`config.mk`:
```
export PLATFORM = sky130hd
export DESIGN_NAME = dram_calib_gate
export DESIGN_NICKNAME = d
export VERILOG_FILES = /design/src/rtl/dram_calib_gate_pkg.sv /design/src/rtl/dram_txn_counter.sv /design/src/rtl/dram_calib_gate.sv
export SDC_FILE = /design/constraint.sdc
export NUM_CORES = 1
export LEC_CHECK = 0
export CORE_AREA = 2 2 149 151
export CTS_CLUSTER_DIAMETER = 200
export DETAILED_ROUTE_END_ITERATION = 7
export DIE_AREA = 0 0 151 153
export GPL_ROUTABILITY_DRIVEN = 0
export PLACE_DENSITY = 0.69
export SYNTH_ARGS = -nofsm -noshare
export SYNTH_HDL_FRONTEND = slang
export SYNTH_HIERARCHICAL = 1
export SYNTH_SLANG_ARGS = --single-unit
```
`constraint.sdc`:
```
create_clock -name clk_i -period 3.1 [get_ports clk_i]
set_input_delay 0.62 -clock clk_i [delete_from_list [all_inputs] [get_ports clk_i]]
set_output_delay 0.62 -clock clk_i [all_outputs]
set_load 0.02 [all_outputs]
```
`src/rtl/dram_calib_gate_pkg.sv`:
```
// Shared types for the DRAM calibration gate: FSM states, counter width and default AXI bus structs.
package dram_calib_gate_pkg;

  localparam int unsigned CntWidth  = 8;
  localparam int unsigned IdWidth   = 4;
  localparam int unsigned AddrWidth = 32;
  localparam int unsigned DataWidth = 32;
  localparam int unsigned StrbWidth = DataWidth / 8;

  typedef enum logic [1:0] {
    ST_WAIT_CAL = 2'd0,
    ST_RUN      = 2'd1,
    ST_DRAIN    = 2'd2,
    ST_DRAINED  = 2'd3
  } gate_state_e;

  typedef struct packed {
    logic [IdWidth-1:0]   id;
    logic [AddrWidth-1:0] addr;
    logic [7:0]           len;
  } calib_axi_ax_t;

  typedef struct packed {
    logic [DataWidth-1:0] data;
    logic [StrbWidth-1:0] strb;
    logic                 last;
  } calib_axi_w_t;

  typedef struct packed {
    logic [IdWidth-1:0] id;
    logic [1:0]         resp;
  } calib_axi_b_t;

  typedef struct packed {
    logic [IdWidth-1:0]   id;
    logic [DataWidth-1:0] data;
    logic [1:0]           resp;
    logic                 last;
  } calib_axi_r_t;

  typedef struct packed {
    calib_axi_ax_t aw;
    logic          aw_valid;
    calib_axi_w_t  w;
    logic          w_valid;
    logic          b_ready;
    calib_axi_ax_t ar;
    logic          ar_valid;
    logic          r_ready;
  } calib_axi_req_t;

  typedef struct packed {
    logic         aw_ready;
    logic         ar_ready;
    logic         w_ready;
    logic         b_valid;
    calib_axi_b_t b;
    logic         r_valid;
    calib_axi_r_t r;
  } calib_axi_resp_t;

endpackage

```
`src/rtl/dram_txn_counter.sv`:
```
// Outstanding-transaction counter: never wraps, reports full against a programmable limit.
module dram_txn_counter
  import dram_calib_gate_pkg::*;
#(
  parameter int unsigned Width = CntWidth
) (
  input  logic             clk_i,
  input  logic             rst_i,
  input  logic             inc_i,
  input  logic             dec_i,
  input  logic [Width-1:0] max_i,
  output logic [Width-1:0] count_o,
  output logic             full_o,
  output logic             empty_o
);

  logic [Width-1:0] count_q;

  // Simultaneous inc/dec cancel; both ends saturate.
  always_ff @(posedge clk_i) begin
    if (rst_i) begin
      count_q <= '0;
    end else if (inc_i && !dec_i && (count_q != '1)) begin
      count_q <= count_q + Width'(1);
    end else if (dec_i && !inc_i && (count_q != '0)) begin
      count_q <= count_q - Width'(1);
    end
  end

  assign count_o = count_q;
  assign full_o  = (count_q >= max_i);
  assign empty_o = (count_q == '0);

  underflow_a : assert property (@(posedge clk_i) disable iff (rst_i)
    !(dec_i && !inc_i && (count_q == '0)));

endmodule

```
`src/rtl/dram_calib_gate.sv`:
```
// Gates AXI traffic to the DRAM controller until calibration completes and quiesces it on request.
module dram_calib_gate
  import dram_calib_gate_pkg::*;
#(
  parameter type         axi_req_t  = calib_axi_req_t,
  parameter type         axi_resp_t = calib_axi_resp_t,
  parameter int unsigned MaxTxns    = 8,
  parameter int unsigned CalTimeout = 2**20
) (
  input  logic                clk_i,
  input  logic                rst_i,
  input  logic                calib_done_i,
  input  logic                drain_req_i,
  input  axi_req_t            slv_req_i,
  output axi_resp_t           slv_rsp_o,
  output axi_req_t            mst_req_o,
  input  axi_resp_t           mst_rsp_i,
  output logic                drained_o,
  output logic                active_o,
  output logic                cal_timeout_o,
  output logic [CntWidth-1:0] wr_outstanding_o,
  output logic [CntWidth-1:0] rd_outstanding_o
);

  localparam int unsigned TmoWidth = $clog2(CalTimeout + 1);
  localparam logic [CntWidth-1:0] MaxCnt = CntWidth'(MaxTxns);

  gate_state_e state_q, state_d;
  logic aw_ok, ar_ok, w_ok;
  logic aw_hs, ar_hs, b_hs, r_last_hs;
  logic wr_full, wr_empty, rd_full, rd_empty;
  logic [TmoWidth-1:0] tmo_q;
  logic cal_timeout_q;

  always_ff @(posedge clk_i) begin
    if (rst_i) begin
      state_q <= ST_WAIT_CAL;
    end else begin
      state_q <= state_d;
    end
  end

  // Next state and gate enables; enables depend only on registered state/counters.
  always_comb begin
    state_d   = state_q;
    aw_ok     = 1'b0;
    ar_ok     = 1'b0;
    w_ok      = 1'b0;
    active_o  = 1'b0;
    drained_o = 1'b0;
    unique case (state_q)
      ST_WAIT_CAL: begin
        if (calib_done_i) state_d = ST_RUN;
      end
      ST_RUN: begin
        active_o = 1'b1;
        aw_ok    = !wr_full;
        ar_ok    = !rd_full;
        w_ok     = 1'b1;
        if (drain_req_i || !calib_done_i) state_d = ST_DRAIN;
      end
      ST_DRAIN: begin
        w_ok = 1'b1;
        if (wr_empty && rd_empty && !aw_hs && !ar_hs) state_d = ST_DRAINED;
      end
      ST_DRAINED: begin
        drained_o = 1'b1;
        if (!calib_done_i) begin
          state_d = ST_WAIT_CAL;
        end else if (!drain_req_i) begin
          state_d = ST_RUN;
        end
      end
      default: state_d = ST_WAIT_CAL;
    endcase
  end

  // Payloads and response channels pass straight through; only handshakes are gated.
  always_comb begin
    mst_req_o          = slv_req_i;
    mst_req_o.aw_valid = slv_req_i.aw_valid & aw_ok;
    mst_req_o.ar_valid = slv_req_i.ar_valid & ar_ok;
    mst_req_o.w_valid  = slv_req_i.w_valid & w_ok;
    slv_rsp_o          = mst_rsp_i;
    slv_rsp_o.aw_ready = mst_rsp_i.aw_ready & aw_ok;
    slv_rsp_o.ar_ready = mst_rsp_i.ar_ready & ar_ok;
    slv_rsp_o.w_ready  = mst_rsp_i.w_ready & w_ok;
  end

  assign aw_hs     = slv_req_i.aw_valid & mst_rsp_i.aw_ready & aw_ok;
  assign ar_hs     = slv_req_i.ar_valid & mst_rsp_i.ar_ready & ar_ok;
  assign b_hs      = mst_rsp_i.b_valid & slv_req_i.b_ready;
  assign r_last_hs = mst_rsp_i.r_valid & slv_req_i.r_ready & mst_rsp_i.r.last;

  dram_txn_counter #(.Width(CntWidth)) u_wr_cnt (
    .clk_i   (clk_i),
    .rst_i   (rst_i),
    .inc_i   (aw_hs),
    .dec_i   (b_hs),
    .max_i   (MaxCnt),
    .count_o (wr_outstanding_o),
    .full_o  (wr_full),
    .empty_o (wr_empty)
  );

  dram_txn_counter #(.Width(CntWidth)) u_rd_cnt (
    .clk_i   (clk_i),
    .rst_i   (rst_i),
    .inc_i   (ar_hs),
    .dec_i   (r_last_hs),
    .max_i   (MaxCnt),
    .count_o (rd_outstanding_o),
    .full_o  (rd_full),
    .empty_o (rd_empty)
  );

  // Calibration watchdog: flag is sticky until reset, the FSM keeps waiting.
  always_ff @(posedge clk_i) begin
    if (rst_i) begin
      tmo_q         <= '0;
      cal_timeout_q <= 1'b0;
    end else begin
      if (state_q != ST_WAIT_CAL) begin
        tmo_q <= '0;
      end else if (tmo_q != TmoWidth'(CalTimeout)) begin
        tmo_q <= tmo_q + TmoWidth'(1);
      end
      if ((state_q == ST_WAIT_CAL) && (tmo_q == TmoWidth'(CalTimeout - 1))) begin
        cal_timeout_q <= 1'b1;
      end
    end
  end

  assign cal_timeout_o = cal_timeout_q;

endmodule
```
==> flow_summary_export.csv, run 1 <==
group,metric,value,unit
run_status,outcome,"finished clean",
worst_setup_path,crit_chain,"ha_1 > o2111ai_2 > o21ai_1 > a211oi_1 > nor2_1 > and4b_1 > nor2b_4 > o21ai_4 > ha_4 > a211oi_4 > o211ai_1 > and3b_2 > o21ai_2 > nor3b_2",
floorplanning,fp.dieArea,23100,µm²
detailed_routing,first_pass_iters,4,
sta,hold_viol_final,0,
clock_network,tritoncts,"built",
yosys,yosysWarnings,6,
yosys,muxShareOfSynthArea,0.00492,
clock_network,cts_root_buffer,"clkbuf_16",
worst_setup_path,cp_data_arrival_time,3230,ps
worst_setup_path,slowest_stage,"dfxtp_2",
grt,track_usage,0.0851,
grt,wire_length_of_the_first_global_routing_pass,15600,µm
yosys,synth_xor_xnor_area_share,0.0385,
yosys,mean_instance_size_in_the_synthesized_netlist,8.26,µm²
worst_setup_path,start_kind,"flop",
final_layout,finish.net_count,660,
yosys,synth_compound_gate_area_share,0.148,
yosys,synthesis.area,4320,µm²
yosys,synthTopLogicFamily,"buffers and inverters",
sta,finalClockSkew,7.86,ps
yosys,synth_flops,40,
placement,placement.setup.worst_slack,-49.6,ps
min_path,worstHoldPathType,"reg2reg",
clock_network,cts.clk_slew.worst_paths,60,ps
yosys,async_flop_share,0,
sta,maximum_operating_frequency,332,MHz
final_layout,final_cell_mix,"43 x clkdlybuf4s50_1, 32 x dfxtp_1, 28 x nor2_1",
yosys,yosys.stat.chipArea,4320,µm²
yosys,netlist_instances,523,
detailed_routing,detail_route.iter0.violations,117,
power_and_ir_drop,p_leak,0.00171,µW
yosys,synthDistinctLibCells,49,
sta,rsz0062_at_grt,"yes",
sta,timing.final.max_slew_violations,0,
yosys,yosys-stat-cells,523,
detailed_routing,via_count,3094,
power_and_ir_drop,worst_ir_drop_vdd,0.473,mV
grt,via_count_of_the_first_global_routing_pass,2896,
run 1: repair_timing:
item,4_1_cts,5_1_grt
hold buffers,0,0
pin swaps,0,28
setup buffers,0,4
gates resized,3,51
endpoints found under the setup margin,2,9
run 1: logic make-up after synthesis:
kind of cell	count (synthesis)
buffers and inverters	201
AND/OR/NAND/NOR	130
AND-OR/OR-AND	92
flip-flops	40
adder cells (fa/ha/maj)	37
XOR/XNOR	19
other	2
multiplexers	2
run 1: metal layers:
metal	track usage	part of all wire
met4	0.0668	0.073
met3	0.0367	0.094
met1	0.103	0.42
met5	0	0
met2	0.116	0.41
run 1: synth_stat cells (all sizes together), types with 7 or more instances:
library cell | instances | share of area
buf | 174 | 0.30
nand2 | 16 | 0.017
ha | 35 | 0.10
nand4 | 8 | 0.013
xor2 | 7 | 0.014
inv | 23 | 0.020
o211ai | 7 | 0.012
xnor2 | 12 | 0.024
o21ai | 20 | 0.034
nand3 | 18 | 0.022
a21o | 10 | 0.017
dfxtp | 40 | 0.19
a211oi | 12 | 0.023
a21oi | 26 | 0.030
nor2 | 29 | 0.025
run 1: report_power, final:
part | internal, µW | switching [µW]
Clock | 322 | 218
Combinational | 1260 | 1300
Sequential | 629 | 122
run 1: cell type report:
type,count,share of cell area
tap,280,0.0772
inverter,23,0.0190
sequential,40,0.180
clock buffer,8,0.0322
timing repair buffer,73,0.147
multi-input combinational,296,0.545
run 1: worst paths after layout:
kind	slack (ps)	end	depth (start not counted)	start
worst min register to register	480	cal_timeout_o$_SDFFE_PP0P_	2	cal_timeout_o$_SDFFE_PP0P_
worst max register to register	90	u_rd_cnt/count_o[7]$_SDFFE_PP0P_	14	u_rd_cnt/count_o[2]$_SDFFE_PP0P_
worst max-delay path	90	u_rd_cnt/count_o[7]$_SDFFE_PP0P_	14	u_rd_cnt/count_o[2]$_SDFFE_PP0P_
worst min-delay path	480	cal_timeout_o$_SDFFE_PP0P_	2	cal_timeout_o$_SDFFE_PP0P_
run 1: critical path, delay by kind of cell, from the launching register on:
| family | cells | cell delay, ps |
|---|---|---|
| simple gates | 5 | 1010 |
| flops | 1 | 320 |
| compound gates | 7 | 1160 |
| fa+ha+maj | 2 | 460 |
run 1: state kept, by name (all words and copies together) (netlist names):
name	flops
tmo_q	21
u_wr_cnt/count_o	8
cal_timeout_o	1
state_q	2
u_rd_cnt/count_o	8
run 1: per-stage QoR:
stage	cell area (µm²)	total power, µW
floorplan	4400	2530
global placement	4060	2910
detailed placement	4060	2940
CTS	4220	3520
global route	4540	4120
finish	4540	3850
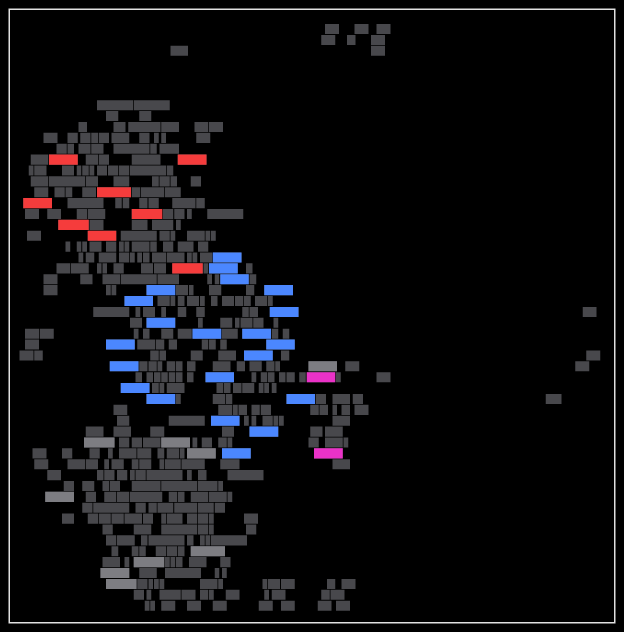
Figure 1: run 1, register map, names as in the netlist.
Drawn at 4 px/µm. Other sequential cells in the stronger grey, the rest of the logic in the fainter grey.
colour	signal	sequential cells
blue	`tmo_q`	21
magenta	`state_q`	2
red	`u_rd_cnt/count_o`	8
Reg area: 816 µm²
power in sequential cells: 751 µW
Final Core Density: 0.211
sequential fraction of total cell area: 0.180

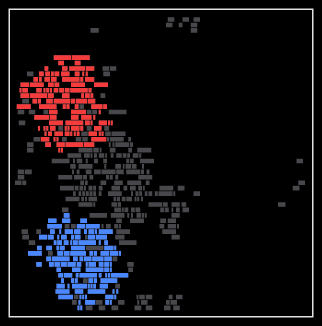
Figure 2: run 1, placement by RTL instance.
Drawn at 2 px/µm. Other cells in grey.
colour	instance	cells
blue	`u_wr_cnt`	108
red	`u_rd_cnt`	105
not coloured	227

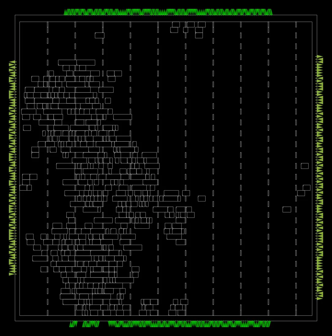
Figure 3: run 1, cell outlines without signal wires.
number of fill cells: 2,368
Flops: 40
final standard cell count with taps included and fillers excluded: 720
standard cell core area: 21,500 µm²
standard-cell rows: 54

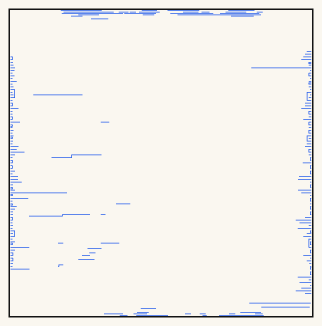
Figure 4: run 1, the metal 3 layer.
Drawn at 2 px/µm.
wire length on this layer	973 µm
main direction	horizontal
longest straight run	41.4 µm
nets with wire on the layer	140

Figure 5. Metal layers overlaid (run 1).
Drawn at 2 px/µm. Two of the layers only.
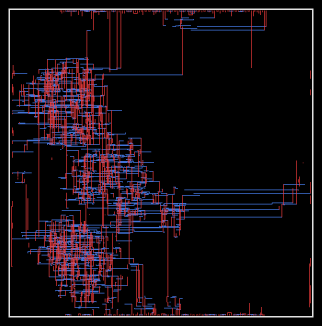

--- run 2 (diff from run 1) ---
DONT_BUFFER_PORTS = 1   (was not set)
PLACE_DENSITY = 0.45   (was 0.69)
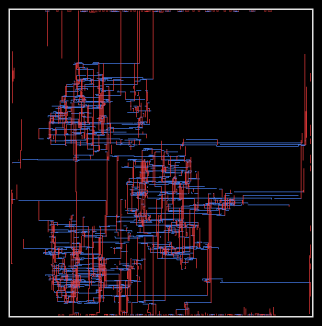
Figure 6: run 2, metal layers overlaid.
Drawn at 2 px/µm. Two of the layers only.
colour	layer	wire length
blue	met1	4,070 µm
red	met2	4,010 µm
drt total wl: 9560 µm
average wire length per cell after detail routing: 13.9 µm

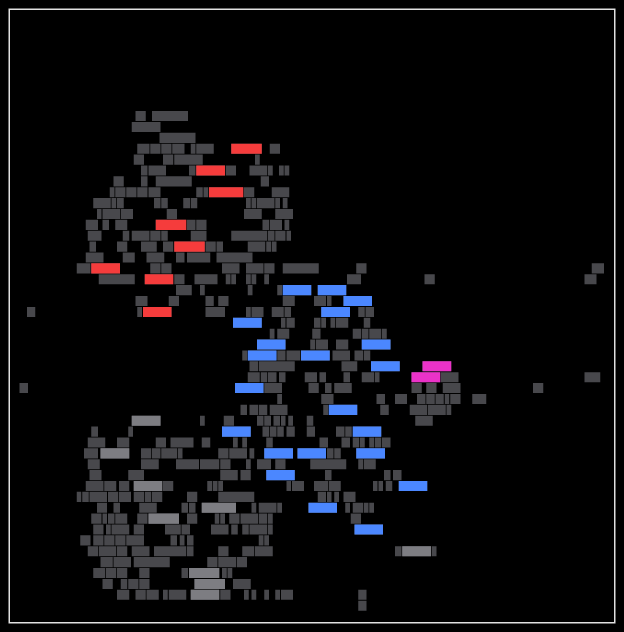
Figure 7: run 2, register map, names as in the netlist.
Drawn at 4 px/µm. Other sequential cells in the stronger grey, the rest of the logic in the fainter grey.
colour	signal	sequential cells
magenta	`state_q`	2
blue	`tmo_q`	21
red	`u_rd_cnt/count_o`	8
not coloured	9

==> run 2 against run 1 <==
  * Utilization fell by 2.4 points
  * Die size did not move
  * First-iteration DRC count fell by 24%
  * Hold slack got worse by 88 ps
  * Fmax fell by 1.1%
  * Critical endpoint is now u_rd_cnt/count_o[6]$_SDFFE_PP0P_
  * Highest routed layer unchanged
==> flow_summary_export.csv, run 2 <==
group,metric,value,unit
power_and_ir_drop,worst_ir_drop_vdd,0.235,mV
power_and_ir_drop,p_leak,0.00160,µW
min_path,worstHoldPathType,"in2reg",
clock_network,cts_root_buffer,"clkbuf_16",
floorplanning,num_rows,54,
power_and_ir_drop,netSwitchingPower,1530,µW
min_path,holdPathStages,1,
final_layout,post-route-cell-area,4040,µm²
yosys,yosys.stat.chipArea,4320,µm²
yosys,largest_area_cell,"buf_4",
grt,wire_length_of_the_first_global_routing_pass,14900,µm
min_path,worstHoldEndpoint,"u_wr_cnt/count_o[2]$_SDFFE_PP0P_",
clock_network,tritoncts,"built",
final_layout,registers.top_by_ff_count,"tmo_q",
floorplanning,core_area,21500,µm²
worst_setup_path,crit_start,"u_rd_cnt/count_o[1]$_SDFFE_PP0P_",
worst_setup_path,cp_num_buf_inv,1,
yosys,synthDistinctLibCells,49,
run_status,outcome,"finished clean",
final_layout,largest_register_ff_count,21,
yosys,mean_instance_size_in_the_synthesized_netlist,8.26,µm²
placement,placed_cell_area,3710,µm²
yosys,synth.top_cells.by_count,"174 x buf_4, 40 x dfxtp_1, 35 x ha_1",
yosys,yosysWarnings,6,
final_layout,fillCellCount,2406,
yosys,synth_flops,40,
final_layout,final_cell_mix,"43 x buf_4, 32 x dfxtp_1, 29 x nor2_1, 29 x ha_1, 23 x inv_1",
worst_setup_path,crit_chain,"ha_1 > a211oi_2 > o21ai_1 > a211oi_1 > nor2_1 > and4b_1 > nor2b_4 > o21ai_4 > buf_4 > ha_1 > o21ai_0 > o21bai_1 > a21oi_1 > xnor2_1 > a21o_1",
worst_setup_path,regToRegStartpoint,"u_rd_cnt/count_o[1]$_SDFFE_PP0P_",
yosys,netlist_instances,523,
grt,via_count_of_the_first_global_routing_pass,2694,
power_and_ir_drop,comb_power_share,0.659,
floorplanning,fp.dieArea,23100,µm²
power_and_ir_drop,power.switching_fraction,0.433,
yosys,yosys-stat-cells,523,
power_and_ir_drop,p_int,2000,µW
min_path,hold_path.startpoint,"rst_i",
==> run 2: cell counts after synthesis <==
Identical to the previous run, type by type.
==> run 2: through the flow <==
step	utilization	power, µW
floorplan	-	2530
global placement	0.173	2890
detailed placement	0.173	2850
CTS	0.181	3420
global route	0.188	3860
finish	0.188	3530
==> run 2: worst max-delay path by stage <==
stage | to | slack [ps] | depth (start not counted)
finish | u_rd_cnt/count_o[6]$_SDFFE_PP0P_ | 50 | 15
detailed placement | u_rd_cnt/count_o[7]$_SDFFE_PP0P_ | -100 | 15
floorplan | u_wr_cnt/count_o[6]$_SDFFE_PP0P_ | 10 | 14
CTS | u_rd_cnt/count_o[7]$_SDFFE_PP0P_ | -60 | 15
global placement | u_rd_cnt/count_o[7]$_SDFFE_PP0P_ | -140 | 15
global route | u_rd_cnt/count_o[7]$_SDFFE_PP0P_ | -170 | 14
==> run 2: power groups by stage <==
stage                     Combinational [µW]  Sequential, µW  Clock [µW]
after detailed placement                2140             712           0
after global placement                  2170             713           0
after CTS                               2200             703         519
after floorplan                         1670             865           0
after global routing                    2610             720         538
final                                   2330             702         503
==> run 2: layout make-up <==
class / instances / area, µm² / share of cell area
flip-flops and latches: 40 / 816 / 0.202
clock inverters: 1 / 5.00 / 0.00124
multi-input cells: 296 / 2330 / 0.576
clock buffers: 6 / 129 / 0.0319
inverters: 23 / 86.3 / 0.0214
well taps: 280 / 350 / 0.0868
repair buffers: 43 / 323 / 0.0800
==> run 2: logic make-up after synthesis <==
family | share of synthesized area
buffers and inverters | 0.326
and+or+nand+nor | 0.185
DFF | 0.185
adders and majority gates | 0.111
other | 0.00174
muxes | 0.00492
xor gates and xnor gates | 0.0385
AOI/OAI and AO/OA | 0.148
==> run 2: layer usage <==
layer,up-vias,part of all wire,track usage
met4,0,0.073,0.0654
met3,78,0.082,0.0307
li1,1384,-,-
met2,106,0.42,0.120
met1,1264,0.43,0.0987
met5,-,0,0
==> run 2: timing repair <==
item / 4_1_cts / 5_1_grt
setup endpoints to repair: 7 / 9
buffers inserted: 3 / 3
gates resized: 6 / 22
hold buffers: 0 / 0
pin swaps: 4 / 13
Figure 8. Cell outlines without signal wires (run 2).
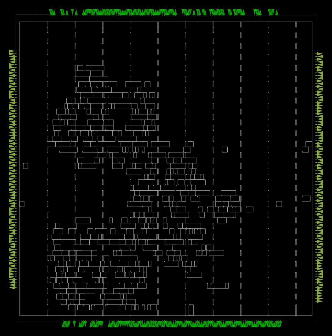

--- run 3 (diff from run 2) ---
PLACE_DENSITY = 0.44   (was 0.45)
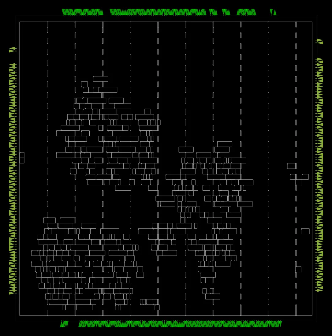
Figure 9: run 3, cell outlines without signal wires.
n_taps: 280
number of fill cells: 2,392

==> run 3 against run 2 <==
  * The run now ends with negative setup slack left
  * Global-route usage down 0.19 points
  * Clock skew shrank 1.1 ps
  * Combinational power increased by 8%
  * Fmax fell by 3.3%
  * Sequential share of layout area decreased by 0.85 points
  * Non-clock buffer count shrank 1
  * Die size unchanged
  * Register-to-register slack got worse by 100 ps
  * Critical path depth decreased by 1
  * Synthesized area is the same
  * Design area grew 4.4%
  * Clock power rose by 11%
  * Highest routed layer unchanged
==> flow_summary_export.csv, run 3 <==
group,metric,value,unit
final_layout,finish.net_count,629,
yosys,async_flop_share,0,
detailed_routing,totalWireLength,9550,µm
yosys,synth_flops,40,
worst_setup_path,cp_data_arrival_time,3370,ps
grt,gr_util_met1,0.0908,
yosys,synth_seq_share,0.185,
sta,post-route-worst-setup-slack,-50.4,ps
power_and_ir_drop,power.density_cell_area,899,nW/µm²
worst_setup_path,reg2reg_setup_slack,-50,ps
yosys,yosysWarnings,6,
yosys,synth_top_cell_by_count,"buf_4",
grt,grt_start_max_net_pins,25,
clock_network,cts.htree.levels,2,
floorplanning,io-pin-count,383,
yosys,yosys.stat.chipArea,4320,µm²
floorplanning,overall_die_height,153,µm
yosys,largest_area_cell,"buf_4",
final_layout,layout-drive-gt1-share,0.301,
clock_network,worst_skew_pair.late_latency,290,ps
sta,finalClockSkew,5.88,ps
final_layout,antenna_cells_inserted,0,
detailed_routing,detail_route.wl_per_cell,13.9,µm
floorplanning,fp.dieArea,23100,µm²
grt,grt_most_used_layer,"met2",
worst_setup_path,start_kind,"flop",
yosys,synth.top_cells.by_count,"174 x buf_4, 40 x dfxtp_1, 35 x ha_1",
final_layout,ff_latch_area,816,µm²
worst_setup_path,cp_data_required_time,3320,ps
yosys,synthesis.area,4320,µm²
sta,maximum_operating_frequency,317,MHz
floorplanning,num_rows,54,
grt,wire_length_of_the_first_global_routing_pass,14900,µm
grt,groute.layer.met3.usage,0.0334,
grt,track_usage,0.0815,
sta,hold_viol_final,0,
final_layout,final_cell_mix,"38 x buf_4, 32 x dfxtp_1, 28 x nor2_1",
sta,setup-violations-final,3,
detailed_routing,first_pass_iters,4,
clock_network,cts_root_buffer,"clkbuf_16",
yosys,post_synth_top_area_share,0.302,
worst_setup_path,crit_start,"u_rd_cnt/count_o[2]$_SDFFE_PP0P_",
worst_setup_path,regToRegStartpoint,"u_rd_cnt/count_o[2]$_SDFFE_PP0P_",
placement,port_buffers,0,
power_and_ir_drop,p_leak,0.00162,µW
yosys,netlist_instances,523,
detailed_routing,antenna_violating_nets_post_route,0,
min_path,worstHoldPathType,"in2reg",
run_status,outcome,"finished, violations left",
min_path,hold_path.startpoint,"rst_i",
sta,fin_tns_setup,-104,ps
detailed_routing,via_count,2926,
sta,timing.final.max_slew_violations,0,
final_layout,registers.top_by_ff_count,"tmo_q",
power_and_ir_drop,total_power,3790,µW
grt,via_count_of_the_first_global_routing_pass,2921,
clock_network,cts.clk_slew.worst_paths,60,ps
final_layout,multi_input_comb_area,2470,µm²
worst_setup_path,worstSetupPathType,"reg2reg",
grt,gr-usage-met2,0.127,
yosys,mean_instance_size_in_the_synthesized_netlist,8.26,µm²
detailed_routing,detail_route.vias_per_cell,4.25,
placement,placement.setup.worst_slack,-224,ps
final_layout,largest_register_ff_count,21,
sta,final_min_period_over_clock_period,1.02,
power_and_ir_drop,worst_ir_drop_vdd,0.373,mV
clock_network,tritoncts,"built",
detailed_routing,detail_route.iter0.violations,143,
yosys,synthDistinctLibCells,49,
yosys,yosys-stat-cells,523,
sta,rsz0062_at_grt,"yes",
floorplanning,initCoreUtil,0.201,
worst_setup_path,crit_chain,"ha_4 > o2111ai_1 > o21ai_1 > a211oi_2 > nor2_2 > and4b_2 > nor2b_4 > o21ai_4 > ha_4 > a211oi_4 > o211ai_1 > and3b_2 > o21ai_1 > nor3b_2",
clock_network,cts_hold_repair.buffers,0,
floorplanning,core_area,21500,µm²
worst_setup_path,slowest_stage,"dfxtp_2",
yosys,post_synth_area_hogs,"buf_4 30%, dfxtp_1 19%, ha_1 10%",
run_status,violations_in_the_final_reports,"negative setup slack",
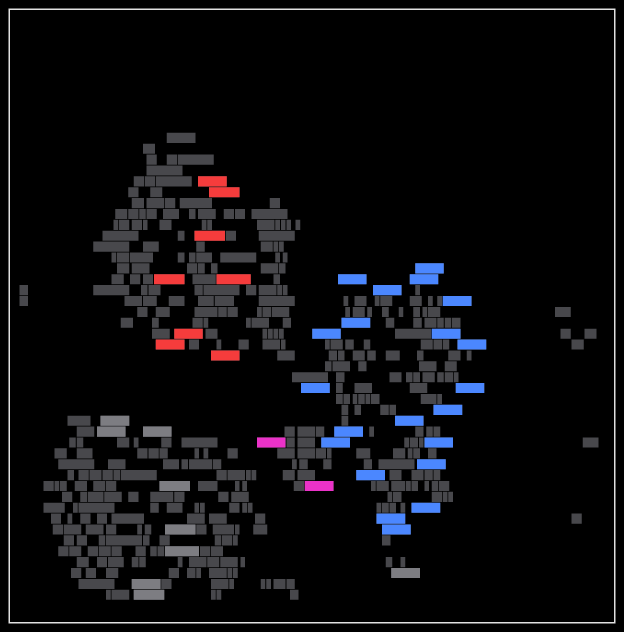
Figure 10: run 3, register map, names as in the netlist.
Drawn at 4 px/µm. Other sequential cells in the stronger grey, the rest of the logic in the fainter grey.
colour	signal	sequential cells
red	`u_rd_cnt/count_o`	8
blue	`tmo_q`	21
magenta	`state_q`	2
not coloured	9

run 3: cell count changes in the layout (fill, tap and decap cells not counted), moves of 3 or more:
cell / before / now
buf_6: 0 / 4
buf_4: 43 / 38
a21oi_1: 22 / 19
ha_1: 29 / 19
ha_4: 6 / 14
run 3: cell type report:
cell class | instances | area share
multi-input cells | 296 | 0.587
flip-flops and latches | 40 | 0.194
well taps | 280 | 0.0832
repair buffers | 42 | 0.0784
clock buffers | 7 | 0.0365
inverters | 23 | 0.0205
clock inverters | 1 | 0.00119
run 3: worst paths after layout:
| check | depth (start not counted) | endpoint |
|---|---|---|
| worst max register to register | 14 | u_rd_cnt/count_o[7]$_SDFFE_PP0P_ |
| worst max-delay path | 14 | u_rd_cnt/count_o[7]$_SDFFE_PP0P_ |
| worst min-delay path | 1 | u_wr_cnt/count_o[2]$_SDFFE_PP0P_ |
| worst min register to register | 2 | tmo_q[19]$_SDFFE_PP0P_ |
run 3: logic make-up (layout without fill, tap and decap cells):
logic type	after synthesis	in the layout	share of synthesized area
DFF	40	40	0.185
and+or+nand+nor	130	130	0.185
buffers and inverters	201	73	0.326
AOI/OAI and AO/OA	92	92	0.148
other	2	16	0.00174
xor gates and xnor gates	19	19	0.0385
muxes	2	2	0.00492
adders and majority gates	37	37	0.111
run 3: what timing repair did:
item,4_1_cts,5_1_grt
endpoints found under the setup margin,6,8
pin swaps,7,26
gates resized,15,37
buffers inserted,1,5
run 3: worst max-delay path, delay by kind of cell, from the launching register on:
family	cells	cell delay, ps
flops	1	350
compound gates	7	1220
fa+ha+maj	2	460
simple gates	5	1040
run 3: per-stage QoR:
step,area (µm²),std cells,util
final,4210,689,0.196
after global routing,4210,689,0.196
after CTS,3940,684,0.183
after detailed placement,3700,675,0.172
after global placement,3700,675,0.172
after floorplan,4400,537,-
run 3: report_power, final:
part | switching (µW) | total [µW] | internal [µW]
clock | 209 | 556 | 346
combinational | 1320 | 2520 | 1200
sequential | 78.0 | 706 | 628
run 3: layer usage:
layer / part of all wire / up-vias
met2: 0.45 / 109
met4: 0.053 / 0
met1: 0.42 / 1359
met3: 0.081 / 70
li1: - / 1388
met5: 0 / -
Power is estimated from default activity; no workload was simulated.
